==> config.mk <==
export PLATFORM = sky130hd
export DESIGN_NAME = vga_pixel_gen
export DESIGN_NICKNAME = d
export VERILOG_FILES = /design/src/rtl/vga_pkg.sv /design/src/rtl/vga_box_mover.sv /design/src/rtl/vga_pixel_gen.sv
export SDC_FILE = /design/constraint.sdc
export NUM_CORES = 1
export LEC_CHECK = 0
export CORE_ASPECT_RATIO = 1.25
export CORE_MARGIN = 1
export CORE_UTILIZATION = 40
export CTS_CLUSTER_DIAMETER = 200
export DETAILED_ROUTE_END_ITERATION = 16
export MAX_ROUTING_LAYER = met4
export PLACE_DENSITY = 0.73
export SLEW_MARGIN = 20
export SYNTH_ARGS = -nofsm -noshare
export SYNTH_HDL_FRONTEND = slang
export SYNTH_SLANG_ARGS = --single-unit
export TNS_END_PERCENT = 1
==> constraint.sdc <==
create_clock -name clk_25 -period 2.16 [get_ports clk_25]
set_clock_uncertainty 0.2 [all_clocks]
set_input_delay 0.432 -clock clk_25 [delete_from_list [all_inputs] [get_ports clk_25]]
set_output_delay 0.432 -clock clk_25 [all_outputs]
set_load 0.005 [all_outputs]
==> src/rtl/vga_pkg.sv <==
// vga_pkg: constants and types shared by the VGA pixel generator.
//   - H_START/V_START: counter values of the first visible pixel/line.
//   - H_VIS/V_VIS: visible area size.
//   - mode_e: pattern select encoding.
//   - BAR_RGB: colour-bar masks {R,G,B}, one bit per channel, index 0 = leftmost bar.
package vga_pkg;

  localparam int unsigned H_START = 160;
  localparam int unsigned V_START = 41;
  localparam int unsigned H_VIS   = 640;
  localparam int unsigned V_VIS   = 480;

  typedef enum logic [1:0] {
    MODE_BARS    = 2'd0,
    MODE_CHECKER = 2'd1,
    MODE_BOX     = 2'd2,
    MODE_SOLID   = 2'd3
  } mode_e;

  localparam logic [2:0] BAR_WHITE   = 3'b111;
  localparam logic [2:0] BAR_YELLOW  = 3'b110;
  localparam logic [2:0] BAR_CYAN    = 3'b011;
  localparam logic [2:0] BAR_GREEN   = 3'b010;
  localparam logic [2:0] BAR_MAGENTA = 3'b101;
  localparam logic [2:0] BAR_RED     = 3'b100;
  localparam logic [2:0] BAR_BLUE    = 3'b001;
  localparam logic [2:0] BAR_BLACK   = 3'b000;

  localparam logic [7:0][2:0] BAR_RGB = {
    BAR_BLACK, BAR_BLUE, BAR_RED, BAR_MAGENTA,
    BAR_GREEN, BAR_CYAN, BAR_YELLOW, BAR_WHITE
  };

endpackage

==> src/rtl/vga_box_mover.sv <==
// vga_box_mover: per-frame position of the bouncing box.
//   clk_25   : pixel clock
//   reset_n  : synchronous active-low reset (box to (0,0), both directions +)
//   tick_i   : one-cycle frame tick; box advances one pixel per axis on it
//   box_x_o  : box left edge, 0..X_MAX
//   box_y_o  : box top edge, 0..Y_MAX
module vga_box_mover #(
  parameter int unsigned X_MAX = 608,
  parameter int unsigned Y_MAX = 448
) (
  input  logic       clk_25,
  input  logic       reset_n,
  input  logic       tick_i,
  output logic [9:0] box_x_o,
  output logic [9:0] box_y_o
);

  logic [9:0] x_q, x_d, y_q, y_d;
  logic       dir_x_q, dir_x_d, dir_y_q, dir_y_d;  // 1 = moving towards MAX

  // Returns {dir, pos} after one step; reversal also moves one pixel back
  // so the box never sits on the wall for two frames.
  function automatic logic [10:0] step_axis(input logic up, input logic [9:0] pos,
                                            input logic [9:0] max);
    if (up && pos == max)          return {1'b0, max - 10'd1};
    else if (!up && pos == 10'd0)  return {1'b1, 10'd1};
    else if (up)                   return {1'b1, pos + 10'd1};
    else                           return {1'b0, pos - 10'd1};
  endfunction

  always_comb begin
    {dir_x_d, x_d} = step_axis(dir_x_q, x_q, 10'(X_MAX));
    {dir_y_d, y_d} = step_axis(dir_y_q, y_q, 10'(Y_MAX));
  end

  always_ff @(posedge clk_25) begin
    if (!reset_n) begin
      x_q     <= '0;
      y_q     <= '0;
      dir_x_q <= 1'b1;
      dir_y_q <= 1'b1;
    end else if (tick_i) begin
      x_q     <= x_d;
      y_q     <= y_d;
      dir_x_q <= dir_x_d;
      dir_y_q <= dir_y_d;
    end
  end

  assign box_x_o = x_q;
  assign box_y_o = y_q;

endmodule

==> src/rtl/vga_pixel_gen.sv <==
// vga_pixel_gen: renders test patterns behind the VGA timing generator.
//   clk_25, reset_n          : pixel clock, synchronous active-low reset
//   h_sync_in, v_sync_in     : syncs from the timing generator
//   h_count, v_count, bright : counters and vertical visible flag
//   mode                     : 0 bars, 1 checker, 2 box, 3 solid (latched per frame)
//   solid_color              : {R,G,B} for solid mode and box fill
//   vga_r/g/b                : pixel colour, 2 cycles after the inputs
//   h_sync_out, v_sync_out   : syncs delayed to line up with the colour
module vga_pixel_gen #(
  parameter int unsigned COLOR_W  = 4,
  parameter int unsigned H_START  = vga_pkg::H_START,
  parameter int unsigned V_START  = vga_pkg::V_START,
  parameter int unsigned H_VIS    = vga_pkg::H_VIS,
  parameter int unsigned V_VIS    = vga_pkg::V_VIS,
  parameter int unsigned BOX_SIZE = 32
) (
  input  logic                   clk_25,
  input  logic                   reset_n,
  input  logic                   h_sync_in,
  input  logic                   v_sync_in,
  input  logic [9:0]             h_count,
  input  logic [9:0]             v_count,
  input  logic                   bright,
  input  logic [1:0]             mode,
  input  logic [3*COLOR_W-1:0]   solid_color,
  output logic [COLOR_W-1:0]     vga_r,
  output logic [COLOR_W-1:0]     vga_g,
  output logic [COLOR_W-1:0]     vga_b,
  output logic                   h_sync_out,
  output logic                   v_sync_out
);
  import vga_pkg::*;

  localparam int unsigned PIX_W = 3 * COLOR_W;
  localparam logic [10:0] H_END = 11'(H_START + H_VIS);

  logic             prev_vs_q;
  logic             frame_tick;
  mode_e            mode_q;
  logic [9:0]       box_x, box_y;

  logic             vis_d;
  logic [9:0]       x_d, y_d;
  logic             vld_p1_q;
  logic [9:0]       x_p1_q, y_p1_q;
  logic             hs_p1_q, vs_p1_q;

  logic [PIX_W-1:0] rgb_d;
  logic [PIX_W-1:0] rgb_p2_q;
  logic             hs_p2_q, vs_p2_q;

  function automatic logic [PIX_W-1:0] expand_mask(input logic [2:0] m);
    return {{COLOR_W{m[2]}}, {COLOR_W{m[1]}}, {COLOR_W{m[0]}}};
  endfunction

  // x/80 by range compares; x is always < 640 when it is used.
  function automatic logic [2:0] bar_index(input logic [9:0] x);
    logic [2:0] idx;
    idx = 3'd0;
    for (int i = 1; i < 8; i++) begin
      if (x >= 10'(i * 80)) idx = 3'(i);
    end
    return idx;
  endfunction

  function automatic logic [PIX_W-1:0] pixel_color(
    input logic vld, input mode_e md, input logic [9:0] x, input logic [9:0] y,
    input logic [9:0] bx, input logic [9:0] by, input logic [PIX_W-1:0] solid);
    logic             in_box;
    logic [PIX_W-1:0] c;
    c = '0;
    // 11-bit upper bounds so bx+BOX_SIZE cannot wrap.
    in_box = ({1'b0, x} >= {1'b0, bx}) && ({1'b0, x} < ({1'b0, bx} + 11'(BOX_SIZE))) &&
             ({1'b0, y} >= {1'b0, by}) && ({1'b0, y} < ({1'b0, by} + 11'(BOX_SIZE)));
    if (vld) begin
      case (md)
        MODE_BARS:    c = expand_mask(BAR_RGB[bar_index(x)]);
        MODE_CHECKER: c = (x[5] ^ y[5]) ? '1 : '0;
        MODE_BOX:     c = in_box ? solid : '0;
        default:      c = solid;
      endcase
    end
    return c;
  endfunction

  assign frame_tick = prev_vs_q & ~v_sync_in;

  vga_box_mover #(
    .X_MAX (H_VIS - BOX_SIZE),
    .Y_MAX (V_VIS - BOX_SIZE)
  ) u_box (
    .clk_25  (clk_25),
    .reset_n (reset_n),
    .tick_i  (frame_tick),
    .box_x_o (box_x),
    .box_y_o (box_y)
  );

  always_comb begin
    vis_d = bright && ({1'b0, h_count} >= 11'(H_START)) && ({1'b0, h_count} < H_END);
    x_d   = h_count - 10'(H_START);
    y_d   = v_count - 10'(V_START);
    rgb_d = pixel_color(vld_p1_q, mode_q, x_p1_q, y_p1_q, box_x, box_y, solid_color);
  end

  always_ff @(posedge clk_25) begin
    if (!reset_n) begin
      prev_vs_q <= 1'b1;
      mode_q    <= MODE_BARS;
      vld_p1_q  <= 1'b0;
      x_p1_q    <= '0;
      y_p1_q    <= '0;
      hs_p1_q   <= 1'b1;
      vs_p1_q   <= 1'b1;
      rgb_p2_q  <= '0;
      hs_p2_q   <= 1'b1;
      vs_p2_q   <= 1'b1;
    end else begin
      prev_vs_q <= v_sync_in;
      if (frame_tick) mode_q <= mode_e'(mode);
      // Stage 1: visibility, pixel coordinates and raw syncs
      vld_p1_q  <= vis_d;
      x_p1_q    <= x_d;
      y_p1_q    <= y_d;
      hs_p1_q   <= h_sync_in;
      vs_p1_q   <= v_sync_in;
      // Stage 2: rendered colour and aligned syncs
      rgb_p2_q  <= rgb_d;
      hs_p2_q   <= hs_p1_q;
      vs_p2_q   <= vs_p1_q;
    end
  end

  assign vga_r      = rgb_p2_q[3*COLOR_W-1:2*COLOR_W];
  assign vga_g      = rgb_p2_q[2*COLOR_W-1:COLOR_W];
  assign vga_b      = rgb_p2_q[COLOR_W-1:0];
  assign h_sync_out = hs_p2_q;
  assign v_sync_out = vs_p2_q;

endmodule

Fig. 1: run 1, metal 1
(4 px per um) Supply wires on this layer in grey.
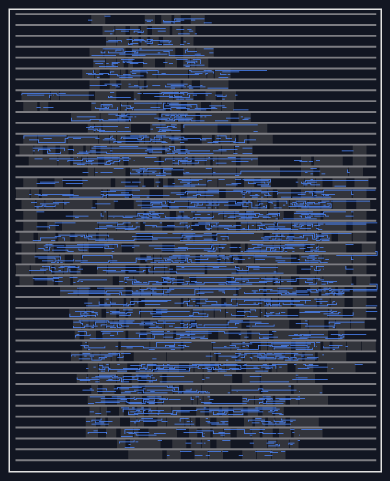
nets with wire on the layer: 633
wire length on this layer: 4670 um
share of all routed wire: 43%

Fig. 2: run 1, met2 routing
(4 px per um)
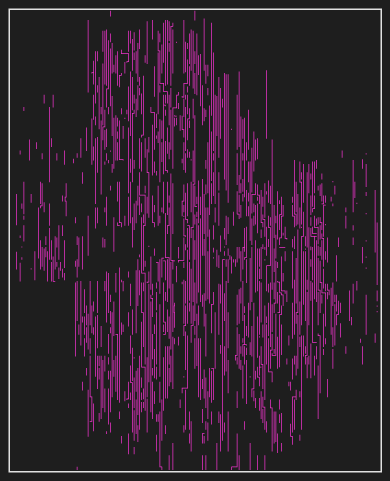
wire length on this layer: 5530 um
nets with wire on the layer: 584
main direction: vertical
share of all routed wire: 51%
longest straight run: 45.2 um
met2 Track Usage GR: 0.365
routed wire length: 10.9 mm

Fig. 3: run 1, metal 3
(4 px per um)
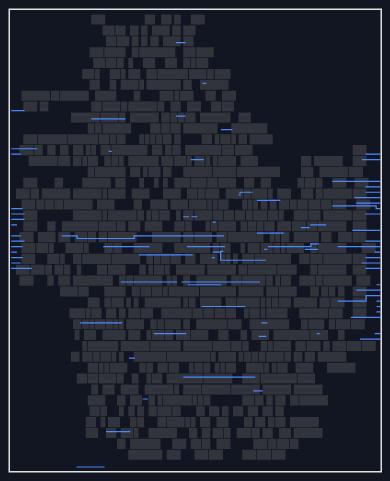
main direction: horizontal
share of all routed wire: 3.8%
wire length on this layer: 416 um

Fig. 4: run 1, metal 4
(3 px per um) Supply wires on this layer in grey.
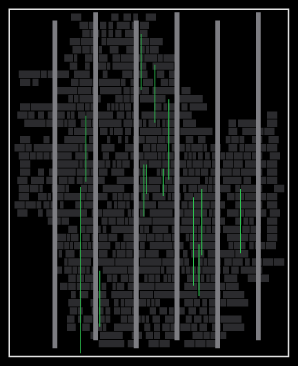
nets with wire on the layer: 11
share of all routed wire: 2.6%
longest straight run: 55.1 um
main direction: vertical
wire length on this layer: 284 um

==> summary.txt, run 1 <==
Util after Layout -> 0.584
pre-CTS setup slack -> -0.175 ns
Crit path max-delay family -> AND-OR/OR-AND gates
Gate Area -> 3030 um2
Post-Synth Simple-Gate Area -> 0.202
Pwr top -> the clock network
GR peak layer -> met2
yosys warns -> 0
FILL cells -> 873
Clock net power -> 1.56 mW
Flop pwr share -> 0.343
WS Path Type -> register to register
final std cells w/o fill -> 736
flop count -> 61
Least-Margin Pin Slew -> 0.403 ns
Seq. pwr -> 1.24 mW
min-delay src -> hs_p1_q$_SDFF_PN1_
status -> complete, but fails checks
Logic pwr share -> 0.225
Leading cell kind -> multi-input combinational cells
Flop area -> 1240 um2
DR vias/cell -> 5.37
failing checks -> setup timing
Crit path arrival time -> 2.25 ns
register area share after synthesis -> 0.297
fin area -> 5870 um2
CTS sink count -> 61
Critical Path Stages -> 8
Routed Antenna Nets -> 0
P_sw -> 0.993 mW
number of warnings in the stage logs -> 32
CP endpoint kind -> register
Fmax -> 449 MHz
Layout non-clock buf frac -> 0.165
Setup-failing EPs final -> 13
worst setup path start -> u_box.box_y_o[8]$_SDFFE_PN0P_
Slew HR -> 0.729
Adder Area Share -> 0.168
Yosys chip area -> 4110 um2
CTS-repair resized insts -> 24
CTS tree -> done
met1 WL -> 4.67 mm
Cells after Synth -> 492
met2 WL -> 5.53 mm
Final WS setup -> -0.0674 ns
crit-path max cell delay -> 0.39 ns
CTS buffer count -> 9
switching share of total power -> 0.274
## Run 2: what changed since run 1
--- a/config.mk
+++ b/config.mk
@@ -7,11 +7,12 @@
 export LEC_CHECK = 0
 export CORE_ASPECT_RATIO = 1.25
 export CORE_MARGIN = 1
-export CORE_UTILIZATION = 40
+export CORE_UTILIZATION = 45
 export CTS_CLUSTER_DIAMETER = 200
 export DETAILED_ROUTE_END_ITERATION = 16
 export MAX_ROUTING_LAYER = met4
-export PLACE_DENSITY = 0.73
+export PLACE_DENSITY = 0.8
+export RECOVER_POWER = 100
 export SLEW_MARGIN = 20
 export SYNTH_ARGS = -nofsm -noshare
 export SYNTH_HDL_FRONTEND = slang
==> summary.txt, run 2 <==
status -> complete, but fails checks
failing checks -> setup timing
number of warnings in the stage logs -> 32
yosys warns -> 0
Layout non-clock buf frac -> 0.164
CTS buffer count -> 9
Pwr top -> sequential cells
Final WS setup -> -0.0673 ns
fin area -> 5620 um2
met1 WL -> 4.66 mm
Routed Antenna Nets -> 0
Fmax -> 449 MHz
Util after Layout -> 0.642
Seq. pwr -> 1.24 mW
CP endpoint kind -> register
met2 WL -> 5.31 mm
register area share after synthesis -> 0.297
Setup-failing EPs final -> 14
Yosys chip area -> 4110 um2
Clock net power -> 1.04 mW
Crit path arrival time -> 2.30 ns
Flop pwr share -> 0.404
worst setup path start -> u_box.box_y_o[3]$_SDFFE_PN0P_
Gate Area -> 2970 um2
Least-Margin Pin Slew -> 0.417 ns
Post-Synth Simple-Gate Area -> 0.202
Fig. 5: run 2, metal 1
(4 px per um) Supply wires on this layer in grey.
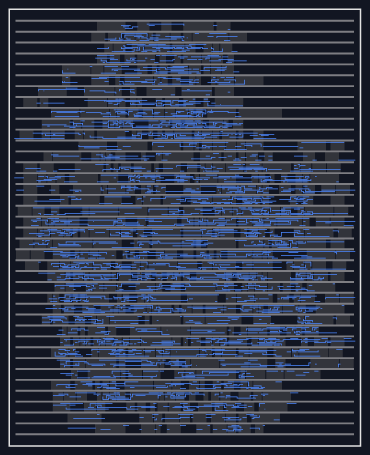
nets with wire on the layer: 633
longest straight run: 33.6 um
main direction: horizontal
wire length on this layer: 4660 um
routed wire length: 10.6 mm
via count: 3975
GRT met1 Usage: 0.272

Fig. 6: run 2, routing congestion map
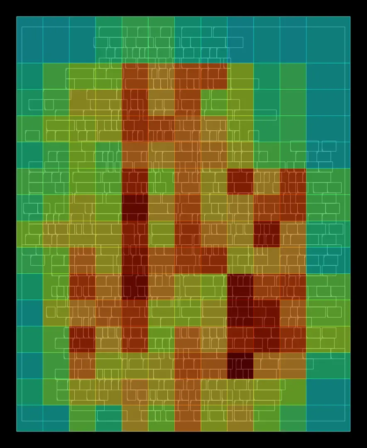
met3 Usage GRT: 0.0492
met2 Track Usage GR: 0.407

No activity file was given, so power comes from the tool's default toggle rates.
